==> run_1/route_heat.png <==
Drawn at 3 px/um. 27 x 27 tiles, from dark blue (low) to red (high), scaled to the fullest tile. Values are wire area over tile area, all layers added.
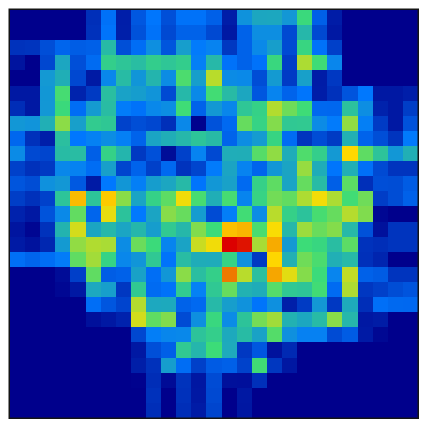
==> run_1/layers.png <==
Drawn at 3 px/um. Only two layers are drawn.
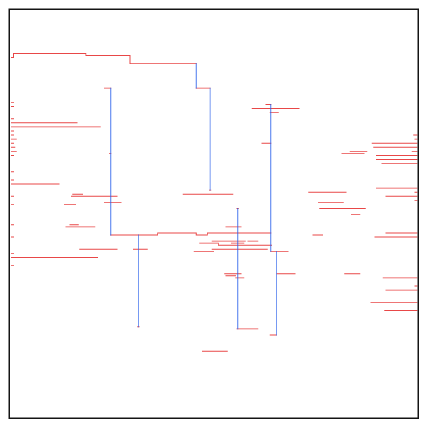
==> run_1/ff_map.png <==
Drawn at 4 px/um. Other sequential cells in the stronger grey, the rest of the logic in the fainter grey.
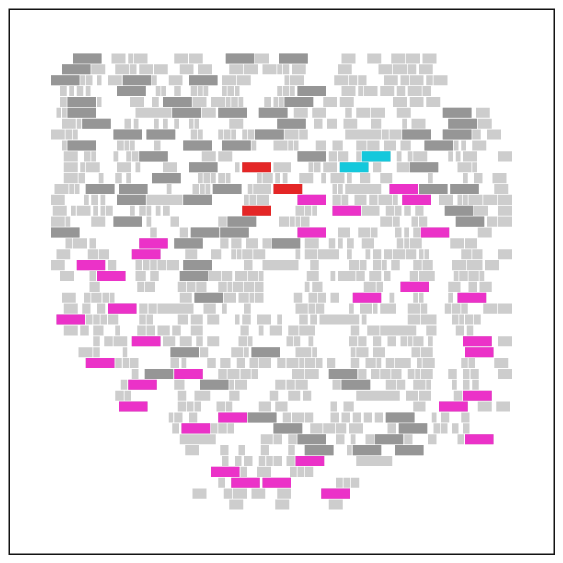
Design instruction_memory_loader_flat, sky130hd; sources not shown.
==> results.toml, run 1 <==
# flow metrics
[layout]
clkbuf_count = 10
finalNonFillerCells = 935
final_common_cell = "clkdlybuf4s50_1"
signal_buffer_area_fraction_pct = 16.8
fin_area_mm2 = 0.00689
final_cell_mix = "clkdlybuf4s50_1 (112), dfxtp_1 (105), nand2_1 (98)"
flops = 105
area_growth_pct = 28.3
num-fill-cells = 1282
logic_area_mm2 = 0.00308
fin_nets = 802
logic_gate_count = 515
drive_gt1_share_pct = 4.74
clock_tree_area_fraction_pct = 4.40
largestClassByArea = "multi-input combinational cells"

[setup_path]
startpoint_type = "flip-flop"
crit_chain = "or4_4 -> or4_1 -> or4_1 -> o311ai_1 -> o22ai_1 -> a2111oi_4 -> a21o_4 -> or3_1 -> a21oi_1"
reg2reg_depth = 9
crit_top_cell = "or4_1"
critPathKind = "reg -> reg"
cp_slowest_cell = "or4_1"
path_max_fanout = 54
cp.depth = 9
arrival_ns = 4.02
slowest_delay_ns = 0.67
reg2reg_setup_slack_ns = 0.79
cpLargestDelayFamily = "simple AND/OR/NAND/NOR gates"
worstPathRequired_ns = 4.81

[global_routing]
busiest_layer = "met2"
use_met1_pct = 20.9
antenna_found_initial = 0
grt_pass1_wl_um = 24900
grt_start_max_net_pins = 55
grtUsageMet2_pct = 27.2
grt_pass1_vias = 4905
use_met3_pct = 2.99

[power_and_ir_drop]
internal_power_w = 0.00138
comb_power_w = 0.0000615
pwr-share-comb_pct = 3.5
total_power_w = 0.00177
p_seq_share_pct = 51.3
switching_power_w = 0.000395
power.density_mw_per_mm2 = 257
clk-power_w = 0.000802
ir_worst_vdd_v = 0.000170
power.group.top = "registers"
swShare_pct = 22.3
pwr-share-clk_pct = 45.2

[place]
place_ws_ns = 0.657
place_hpwl_um = 11300
placed_area_mm2 = 0.00659
dp.cells = 919

[logic_synthesis]
top_area_share_pct = 39.1
top_cells_by_area = "dfxtp_1 (39%), nand2_1 (6.9%), a21oi_1 (6.2%), or3_1 (3.7%), and2_1 (3.5%)"
synth.distinct_cells = 58
top_cells_by_count = "dfxtp_1 (105), nand2_1 (99), a21oi_1 (67), nor2_1 (42), or3_1 (32)"
yosysChipArea_mm2 = 0.00537
synth_top_cell_by_area = "dfxtp_1"
compound_area_share_pct = 15.1
edf_count = 0
ys_cells = 663
yosys.area_share.simple_pct = 32.8
ys_sh_xor_pct = 5.71
ys_sh_adder_pct = 0.932
synth.net_count = 711
top_cell = "dfxtp_1"
ys_top_logic_family = "simple AND/OR/NAND/NOR gates"
yosysWarnings = 0
ys.flops = 105
synth_area_per_cell_um2 = 8.10
flop_cell = "dfxtp_1"
seq_area_frac_synth_pct = 39.1

[detailed_routing]
drc = 0
first_iter_violations = 341
route.met2.wl_um = 7560
wl_met3_um = 679
firstDrtPassIters = 5
via_per_inst = 5.56

[run]
cap_violations = 0

[final_timing]
relSlewSlack_pct = 39.7
fin_crit_ns = 3.81
fin_crit_sh_pct = 82.8
report.final.hold_viol_count = 0
setup_viol = 0
slew_violations = 0
holdWs_ns = 0.459
fin_worst_skew_ns = 0.0111
fin_tns_setup_ns = 0
worst_pin_slew_ns = 0.896
setup_slack_ns = 0.792

[cts]
clkLatencyLatePin_ns = 0.36
cts_tree = "yes"
path_clk_slew_ns = 0.07
cts_resized = 0
cts_root_buf = "clkbuf_16"
ctsHtreeMaxLevel = 3
cts_setup_buffers = 0
hold_buffers = 0
cts_buffer_depth = 2

[floorplanning]
tap_cells = 176
fp-utilization_pct = 40.7
dieArea_mm2 = 0.0185
die_w_um = 136
num_rows = 42
ios = 113

[run_status]
outcome = "complete, no violations"

[hold_path]
hold_class = "reg -> reg"
Back to the opening pictures, route_heat.png:
mean over tiles: 0.13
fullest tile: 0.55
densest ninth of the die: centre
emptiest ninth of the die: south-west
nearly empty tiles: 23%
tiles over half the peak: 13%
drt wl/cell: 16.6 um
detailed-route via count: 5197
final WL: 15500 um
total track usage: 16.9%

Back to the opening pictures, layers.png:
[blue] M4 | wire length: 239 um
[red] M3 | wire length: 680 um

Back to the opening pictures, ff_map.png:
[magenta] u_core.bus.WriteAddress | flops: 32
[red] u_core.u_packer.cnt | flops: 3
[cyan] u_core.state | flops: 2
not coloured: 68
register area: 0.00210 mm2
Seq power: 0.000909 W
fraction of area in registers: 30.5%
final core utilization: 52.2%

==> run 2, diff against run 1 <==
PLACE_DENSITY = 0.68   (was 0.65)
clock period = 3.2 ns   (was 4.6 ns; I/O delays follow)
==> run_2/layers.png <==
Drawn at 3 px/um. Only two layers are drawn.
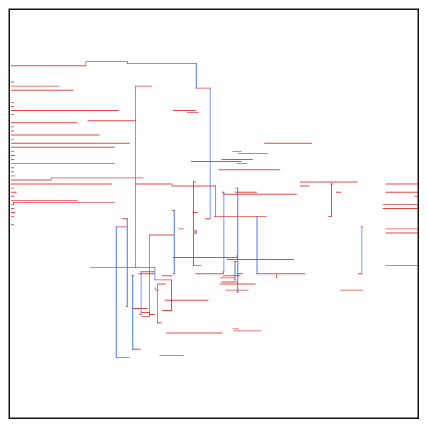
[red] M3 | wire length: 996 um
[blue] M4 | wire length: 450 um
detailed-route via count: 5564
final WL: 17800 um

==> run_2/route_heat.png <==
Drawn at 3 px/um. 27 x 27 tiles, from dark blue (low) to red (high), scaled to the fullest tile. Values are wire area over tile area, all layers added.
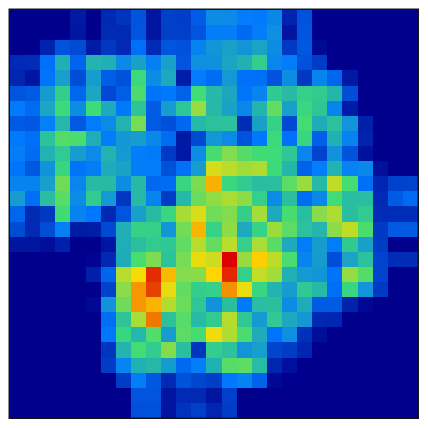
nearly empty tiles: 28%
densest ninth of the die: centre
tiles over half the peak: 14%
fullest tile: 0.63
emptiest ninth of the die: south-east
total track usage: 19.2%
drt wl/cell: 17.7 um

==> results.toml, run 2 <==
# flow metrics
[floorplanning]
tap_cells = 176
die_w_um = 136
dieArea_mm2 = 0.0185
fp-utilization_pct = 40.7
ios = 113
num_rows = 42

[layout]
num-fill-cells = 1156
area_growth_pct = 45.3
flops = 105
fin_nets = 873
logic_area_mm2 = 0.00341
signal_buffer_area_fraction_pct = 22.2
logic_gate_count = 517
drive_gt1_share_pct = 19.3
flop_area_mm2 = 0.00211
clkbuf_count = 10
post-route-util_pct = 59.1
finalNonFillerCells = 1006
final_common_cell = "clkdlybuf4s50_1"
final_cell_mix = "clkdlybuf4s50_1 (112), dfxtp_1 (102), nand2_1 (98)"
fin_area_mm2 = 0.00780
clock_tree_area_fraction_pct = 3.96

[final_timing]
fin_crit_sh_pct = 105
report.final.hold_viol_count = 0
setup_slack_ns = -0.165
fin_crit_ns = 3.36
worst_pin_slew_ns = 0.666
setup_viol = 32
slew_violations = 0
relSlewSlack_pct = 55.4
fin_tns_setup_ns = -3.57
holdWs_ns = 0.460

[global_routing]
use_met1_pct = 21.6
busiest_layer = "met2"
grtUsageMet2_pct = 31.7
use_met3_pct = 4.91
grt_pass1_wl_um = 27900
grt_pass1_vias = 5516
antenna_found_initial = 0
grt_start_max_net_pins = 39

[logic_synthesis]
ys_top_logic_family = "simple AND/OR/NAND/NOR gates"
ys.flops = 105
synth_top_cell_by_area = "dfxtp_1"
synth_area_per_cell_um2 = 8.10
yosys.area_share.simple_pct = 32.8
synth.net_count = 711
flop_cell = "dfxtp_1"
seq_area_frac_synth_pct = 39.1
top_cells_by_count = "dfxtp_1 (105), nand2_1 (99), a21oi_1 (67), nor2_1 (42), or3_1 (32)"
yosysWarnings = 0
ys_sh_xor_pct = 5.71
top_cell = "dfxtp_1"
edf_count = 0
compound_area_share_pct = 15.1
top_area_share_pct = 39.1
synth.distinct_cells = 58
top_cells_by_area = "dfxtp_1 (39%), nand2_1 (6.9%), a21oi_1 (6.2%), or3_1 (3.7%), and2_1 (3.5%)"

[setup_path]
path_max_fanout = 5
startpoint_type = "flip-flop"
arrival_ns = 3.66
cp_slowest_cell = "or4_4"
critPathKind = "reg -> reg"
crit_top_cell = "or4_4"
cpLargestDelayFamily = "simple AND/OR/NAND/NOR gates"
slowest_delay_ns = 0.61
cp.depth = 11
crit_chain = "or4_4 -> or4_4 -> buf_6 -> or2_4 -> o211ai_1 -> o41ai_2 -> and4_4 -> a21o_4 -> buf_4 -> or3_1 -> a21oi_1"
worstPathRequired_ns = 3.50

[power_and_ir_drop]
power.group.top = "registers"
seq_power_w = 0.00131
internal_power_w = 0.00194
pwr-share-comb_pct = 3.7
total_power_w = 0.00254
p_seq_share_pct = 51.4
pwr-share-clk_pct = 44.9
ir_worst_vdd_v = 0.000290
switching_power_w = 0.000603
swShare_pct = 23.7
comb_power_w = 0.0000943
power.density_mw_per_mm2 = 326

[run_status]
violations = "negative setup slack"
outcome = "complete, but fails checks"

[hold_path]
hold_class = "reg -> reg"

[cts]
cts_buffer_depth = 2
hold_buffers = 0
clkLatencyLatePin_ns = 0.37
path_clk_slew_ns = 0.08
cts_setup_buffers = 9
ctsHtreeMaxLevel = 3

[run]
cap_violations = 0

[detailed_routing]
wl_met3_um = 995
first_iter_violations = 366
route.met2.wl_um = 9030
firstDrtPassIters = 6
via_per_inst = 5.53

[place]
dp.cells = 976
placed_area_mm2 = 0.00703
Power figures rest on the tool's default switching activity, not on a simulated workload.
